==> images/closeup.png <==
Window x 100 to 140, y 100 to 140 um. Cells in gray, sequential cells in the stronger gray; small squares are vias.
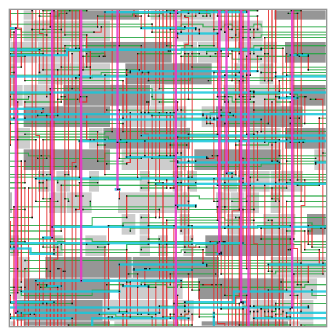
==> images/clock_nets.png <==
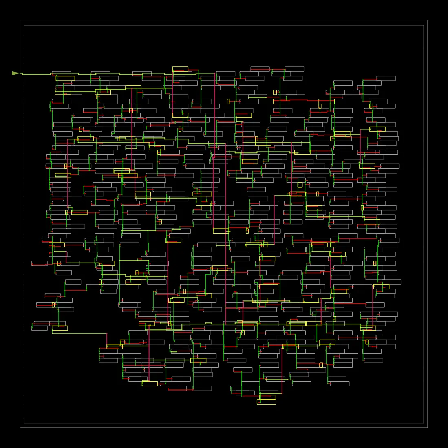
==> images/route_heat.png <==
The bar under the picture is 50 um long. 24 x 24 tiles, from white (low) to dark blue (high), scaled to the fullest tile. Values are wire area over tile area, all layers added.
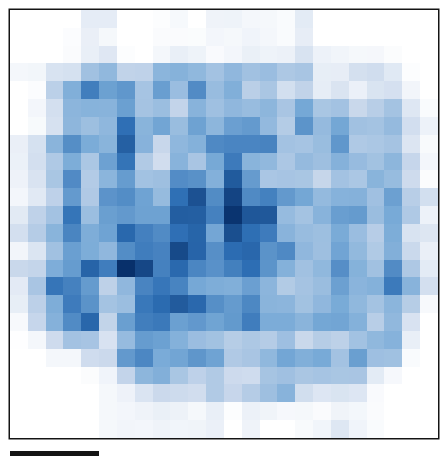
==> images/m3.png <==
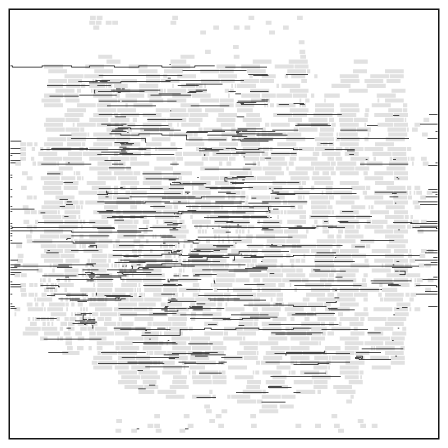
==> images/clock_wires.png <==
The bar under the picture is 50 um long.
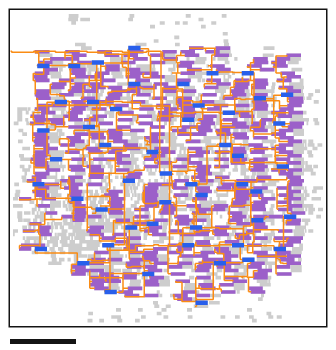
**config.mk**
```make
export PLATFORM = sky130hd
export DESIGN_NAME = regfile_sb_bypass
export DESIGN_NICKNAME = d
export VERILOG_FILES = /design/src/rtl/regfile_sb_bypass.sv
export SDC_FILE = /design/constraint.sdc
export NUM_CORES = 1
export LEC_CHECK = 0
export CAP_MARGIN = 20
export CORE_MARGIN = 2
export CORE_UTILIZATION = 42
export DETAILED_ROUTE_END_ITERATION = 10
export GPL_TIMING_DRIVEN = 0
export PLACE_DENSITY = 0.68
export SETUP_SLACK_MARGIN = 0.2
export SKIP_LAST_GASP = 1
export SLEW_MARGIN = 20
export SYNTH_ARGS = -nofsm -noshare
export SYNTH_HDL_FRONTEND = slang
export SYNTH_SLANG_ARGS = --single-unit
export TNS_END_PERCENT = 50
```
**constraint.sdc**
```tcl
create_clock -name clk -period 8.8 [get_ports clk]
set_input_delay 2.2 -clock clk [delete_from_list [all_inputs] [get_ports clk]]
set_output_delay 2.2 -clock clk [all_outputs]
set_load 0.01 [all_outputs]
```
**src/rtl/regfile_sb_bypass.sv**
```systemverilog
// regfile_sb_bypass: general-purpose register file for the decode stage.
//   - N_RD_PORTS combinational read ports, one synchronous write port.
//   - After reset, a hardware sweep writes zero to every entry, one entry per
//     clock. ready rises once the sweep has covered the whole array.
//   - A per-register pending-load scoreboard. A load issue sets the busy bit
//     and writeback clears it. If both hit the same register, the set wins.
//   - Optional write-through forwarding is enabled by defining RF_BYPASS_EN.
module regfile_sb_bypass #(
    parameter int INDEX_BIT_WIDTH = 4,
    parameter int DATA_BIT_WIDTH  = 32,
    parameter int N_REGS          = (1 << INDEX_BIT_WIDTH),
    parameter int N_RD_PORTS      = 2,
    parameter int R0_ZERO         = 1
) (
    input  logic                                  clk,
    input  logic                                  rst_n,
    input  logic                                  wrt_en,
    input  logic [INDEX_BIT_WIDTH-1:0]            wrt_index,
    input  logic [DATA_BIT_WIDTH-1:0]             wrt_data,
    input  logic                                  ld_issue,
    input  logic [INDEX_BIT_WIDTH-1:0]            ld_index,
    input  logic [N_RD_PORTS*INDEX_BIT_WIDTH-1:0] rd_index,
    output logic [N_RD_PORTS*DATA_BIT_WIDTH-1:0]  rd_data,
    output logic [N_RD_PORTS-1:0]                 rd_busy,
    output logic                                  ready
);

    typedef enum logic [0:0] {
        ST_INIT = 1'b0,
        ST_RUN  = 1'b1
    } state_t;

    localparam logic [INDEX_BIT_WIDTH-1:0] LAST_IDX = INDEX_BIT_WIDTH'(N_REGS - 1);

    // Register 0 is a hardwired zero when R0_ZERO is set.
    function automatic logic f_is_hardwired_zero(input logic [INDEX_BIT_WIDTH-1:0] idx);
        return (R0_ZERO != 0) && (idx == {INDEX_BIT_WIDTH{1'b0}});
    endfunction

    // Indices beyond the implemented array are treated as absent.
    function automatic logic f_in_range(input logic [INDEX_BIT_WIDTH-1:0] idx);
        return (int'(idx) < N_REGS);
    endfunction

    state_t                      r_state;
    state_t                      w_state_nxt;
    logic [INDEX_BIT_WIDTH-1:0]  r_cnt;
    logic [INDEX_BIT_WIDTH-1:0]  w_cnt_nxt;
    logic                        r_ready;
    logic                        w_ready_nxt;
    logic [N_REGS-1:0]           r_busy;
    logic [N_REGS-1:0]           w_busy_nxt;
    logic [DATA_BIT_WIDTH-1:0]   r_mem [N_REGS];

    logic                        w_mem_we;
    logic [INDEX_BIT_WIDTH-1:0]  w_mem_idx;
    logic [DATA_BIT_WIDTH-1:0]   w_mem_dat;

    // Sweep control: advance one entry per edge in INIT, then stay in RUN.
    always_comb begin
        w_state_nxt = r_state;
        w_cnt_nxt   = r_cnt;
        w_ready_nxt = r_ready;
        case (r_state)
            ST_INIT: begin
                if (r_cnt == LAST_IDX) begin
                    w_state_nxt = ST_RUN;
                    w_cnt_nxt   = {INDEX_BIT_WIDTH{1'b0}};
                    w_ready_nxt = 1'b1;
                end else begin
                    w_state_nxt = ST_INIT;
                    w_cnt_nxt   = r_cnt + INDEX_BIT_WIDTH'(1);
                    w_ready_nxt = 1'b0;
                end
            end
            ST_RUN: begin
                w_state_nxt = ST_RUN;
                w_cnt_nxt   = r_cnt;
                w_ready_nxt = 1'b1;
            end
            default: begin
                w_state_nxt = ST_INIT;
                w_cnt_nxt   = {INDEX_BIT_WIDTH{1'b0}};
                w_ready_nxt = 1'b0;
            end
        endcase
    end

    // Control state registers, including the scoreboard, with async clear.
    always_ff @(posedge clk or negedge rst_n) begin
        if (!rst_n) begin
            r_state <= ST_INIT;
            r_cnt   <= {INDEX_BIT_WIDTH{1'b0}};
            r_ready <= 1'b0;
            r_busy  <= {N_REGS{1'b0}};
        end else begin
            r_state <= w_state_nxt;
            r_cnt   <= w_cnt_nxt;
            r_ready <= w_ready_nxt;
            r_busy  <= w_busy_nxt;
        end
    end

    // Array write port: zero sweep in INIT, writeback in RUN.
    always_comb begin
        w_mem_we  = 1'b0;
        w_mem_idx = r_cnt;
        w_mem_dat = {DATA_BIT_WIDTH{1'b0}};
        if (r_state == ST_INIT) begin
            w_mem_we  = f_in_range(r_cnt);
            w_mem_idx = r_cnt;
            w_mem_dat = {DATA_BIT_WIDTH{1'b0}};
        end else if (wrt_en && !f_is_hardwired_zero(wrt_index) && f_in_range(wrt_index)) begin
            w_mem_we  = 1'b1;
            w_mem_idx = wrt_index;
            w_mem_dat = wrt_data;
        end else begin
            w_mem_we  = 1'b0;
            w_mem_idx = r_cnt;
            w_mem_dat = {DATA_BIT_WIDTH{1'b0}};
        end
    end

    // Storage array. It has no reset; the post-reset sweep clears it.
    always_ff @(posedge clk) begin
        if (w_mem_we) begin
            r_mem[w_mem_idx] <= w_mem_dat;
        end
    end

    // Scoreboard next state. A load issue takes priority over writeback.
    always_comb begin
        w_busy_nxt = r_busy;
        for (int i = 0; i < N_REGS; i++) begin
            if ((i == 0) && (R0_ZERO != 0)) begin
                w_busy_nxt[i] = 1'b0;
            end else if ((r_state == ST_RUN) && ld_issue && (int'(ld_index) == i)) begin
                w_busy_nxt[i] = 1'b1;
            end else if ((r_state == ST_RUN) && wrt_en && (int'(wrt_index) == i)) begin
                w_busy_nxt[i] = 1'b0;
            end else begin
                w_busy_nxt[i] = r_busy[i];
            end
        end
    end

    // Combinational read ports with zero-register, INIT masking and optional forwarding.
    always_comb begin
        logic [INDEX_BIT_WIDTH-1:0] v_idx;
        v_idx   = {INDEX_BIT_WIDTH{1'b0}};
        rd_data = {(N_RD_PORTS*DATA_BIT_WIDTH){1'b0}};
        rd_busy = {N_RD_PORTS{1'b0}};
        for (int p = 0; p < N_RD_PORTS; p++) begin
            v_idx = rd_index[p*INDEX_BIT_WIDTH +: INDEX_BIT_WIDTH];
            if (r_state != ST_RUN) begin
                rd_data[p*DATA_BIT_WIDTH +: DATA_BIT_WIDTH] = {DATA_BIT_WIDTH{1'b0}};
                rd_busy[p] = 1'b0;
            end else if (f_is_hardwired_zero(v_idx)) begin
                rd_data[p*DATA_BIT_WIDTH +: DATA_BIT_WIDTH] = {DATA_BIT_WIDTH{1'b0}};
                rd_busy[p] = 1'b0;
`ifdef RF_BYPASS_EN
            end else if (wrt_en && (wrt_index == v_idx)) begin
                // The result arriving this cycle is forwarded, so the load is no longer pending.
                rd_data[p*DATA_BIT_WIDTH +: DATA_BIT_WIDTH] = wrt_data;
                rd_busy[p] = 1'b0;
`endif
            end else if (f_in_range(v_idx)) begin
                rd_data[p*DATA_BIT_WIDTH +: DATA_BIT_WIDTH] = r_mem[v_idx];
                rd_busy[p] = r_busy[v_idx];
            end else begin
                rd_data[p*DATA_BIT_WIDTH +: DATA_BIT_WIDTH] = {DATA_BIT_WIDTH{1'b0}};
                rd_busy[p] = 1'b0;
            end
        end
    end

    assign ready = r_ready;

endmodule

```
==> notes.org <==
* Implementation run

** STA
- Checking max transition, the worst relative margin is approximately 31%.
- Total negative slack :: 0 ps
- Final number of hold-violating endpoints :: 0
- For reference, the final report shows the max-slew violation count at 0.

** Floorplan
- The total area inside the core boundary comes to 55000 sq um.
- Height of the die :: approximately 240 um
- During I/O placement, the number of pins put on the boundary was 119.
- Floorplan die area :: 57500 sq um
- Placement row count :: 86

** Setup path
- Max FO, Critical Path :: 10
- The worst setup path is launched from an input port.
- The critical path endpoint has a required time of 6600 ps.
- The arrival time of data at the worst endpoint is listed as 5620 ps.
- The kind of cell with the highest combined delay along the critical path is buffers and inverters.
- CP Class :: input port to output port

** Drt
- For this run, the detailed router reports a per-instance via density of 6.44.
- Per the detail_route report, DRC violations left total 0.
- The first routing iteration left 2070 violations.

** Place
- At the end of routability-driven placement, the weighted congestion stood at 0.860.

** Power and ir drop
- The script extracted a net switching power of between 1 and 1.5 mW.
- The flow reported a cell area power density of slightly below 200 nW/um^2.
- Sequential cells account for 49.9% of the total power.
- The power report puts the leakage power at 9.73 nW.

** Clocking
- The longest clock path from root to sink contains 3 buffers.

** GRT
- In the global route stage, overall resource usage came out at 24.2%.
- GR Overflow Total :: 0
- Maximum number of pins on one net before global-route repair :: 21
- The number of antenna violations at the first check in global routing came to 2.

** Cells and area
- In the layout the commonest cells are edfxtp_1 (480), mux4_2 (197), a22oi_1 (126).
- Sequential standard cell area :: 14900 sq um
- Top cell excl fill/tap :: edfxtp_1

** Synth
- Multiplexer area fraction after synthesis :: 22.5%
- Yosys synthesis chip area :: roughly 23000 sq um
- The average instance in the mapped netlist occupies ~18 sq um.
- Synthesis handed over a netlist of 1288 instances.

** Run status
- Run status :: finished, final reports clean
Notes on closeup.png above:
legend:
  red:
    layer: M2
  cyan:
    layer: M3
  magenta:
    layer: M4
  green:
    layer: M1
netlist names of flops here include: r_mem (14)
most frequent: buf_2 (20), clkbuf_1 (14), edfxtp_1 (14)
cells with their middle in the window: 78
sequential cells in the window: 14

Notes on clock_nets.png above:
clock net sink count: 500
clkbuf count: 61
FFs & Latches: 500

Notes on route_heat.png above:
nearly empty tiles: 14%
fullest tile: 0.63
densest ninth of the die: center
mean over tiles: 0.20
tiles over half the peak: 24%
WL/cell: 30.6 um
Total Wirelength: 69.1 mm

Notes on m3.png above:
main direction: horizontal
wire length on this layer: 7300 um

Notes on clock_wires.png above:
legend:
  blue:
    item: clock-net drivers
    count: 51
  purple:
    item: flip-flops
    count: 500
  orange:
    item: clock wires
    length: 5780 um
routed clock nets: 52
clock-net power: 2.16 mW
final setup skew: 11.3 ps
clock insertion delay at the later pin of the skew report: 600 ps

## per-layer routing
metal / share of wire [%] / GRT usage (%) / vias up / routed length [um]
met3: 11 / 5.14 / 147 / 7300
met4: 3.3 / 8.43 / 2 / 2280
met2: 47 / 37.5 / 971 / 32200
met5: 0.019 / 0 / - / 13
li1: - / - / 5884 / -
met1: 40 / 33.9 / 7569 / 27300
## power by group through the flow
stage / combinational [mW] / clock (mW) / sequential [mW]
5_1_grt: 0.531 / 2.26 / 2.65
3_5_place_dp: 0.501 / 0 / 2.70
4_1_cts: 0.502 / 2.18 / 2.65
2_1_floorplan: 0.279 / 0 / 2.70
3_3_place_gp: 0.480 / 0 / 2.70
6_report: 0.505 / 2.16 / 2.65
## stage by stage
stage	worst slack, ps	cell area [sq um]	utilization (%)	instances
after global placement	1060	25400	46.2	2149
after global routing	956	27700	50.3	2260
after CTS	1100	27700	50.3	2260
after detailed placement	1110	26000	47.3	2169
after floorplan	3150	23300	-	1288
final	980	27700	50.3	2262
## path summary, 6_finish.rpt
check,startpoint,endpoint
worst min register to register,r_busy[13]$_DFFE_PN0P_,r_busy[13]$_DFFE_PN0P_
max in group asynchronous,rst_n,r_busy[5]$_DFFE_PN0P_
min in group asynchronous,rst_n,r_busy[12]$_DFFE_PN0P_
worst max-delay path,rd_index[6],rd_data[59]
worst max register to register,ready$_DFF_PN0_,r_mem[15][10]$_DFFE_PP_
worst min-delay path,r_busy[13]$_DFFE_PN0P_,r_busy[13]$_DFFE_PN0P_
## flip-flops by register name, indices dropped and copies added, names as in the netlist
name	cells
r_mem	480
ready	1
r_cnt	4
r_busy	15
## cell type report
cell class	count	area share, %
Antenna cell	2	0.0181
Sequential cell	500	53.9
Tap cell	748	3.38
Clock inverter	30	1.06
Timing Repair Buffer	133	5.91
Clock buffer	61	4.90
Buffer	100	1.81
Multi-Input combinational cell	682	28.9
Inverter	6	0.0814
## synthesized netlist by cell type, drive strengths merged
cell    count  share of area (%)
nand2      70                1.1
nor2b       4               0.11
or4         1              0.048
nand3       1              0.021
o31a        1              0.038
and3       35               0.94
a31oi       2              0.054
o211a       1              0.043
buf        61                1.5
edfxtp    480                 62
a22o       58                2.2
o41ai       2              0.075
a22oi     126                4.1
a31o        1              0.038
ha          1              0.054
dfrtp      20                2.1
and2        1              0.027
o21a        1              0.032
mux2i       4               0.17
inv         5              0.080
a211oi      5               0.16
o21ai      44               0.94
xnor2       1              0.038
or2         3              0.080
nand2b     13               0.35
o31ai       2              0.064
nand4       2              0.054
mux4      197                 19
a221oi      6               0.23
nor4        2              0.054
nor2       25               0.42
mux2       68                3.3
or3         1              0.027
a21oi       2              0.043
nand4b      2              0.075
clkbuf     39               0.63
clkinv      1              0.016
## kinds of logic (layout without fill, tap and decap cells)
group	after synthesis	after routing
DFF	500	500
muxes	269	269
AOI/OAI and AO/OA	251	251
and+or+nand+nor	160	160
buffers and inverters	106	330
adders and majority gates	1	1
xor gates and xnor gates	1	1
other	0	2
## worst register-to-register path, cell delays in order, from the launching register on
cell and delay (ps):
dfrtp_1 450, buf_2 280, nand2_1 150, nor2_1 300, mux2_2 490, nor2_4 670
buf_12 290
Power and IR drop assume default switching activity.
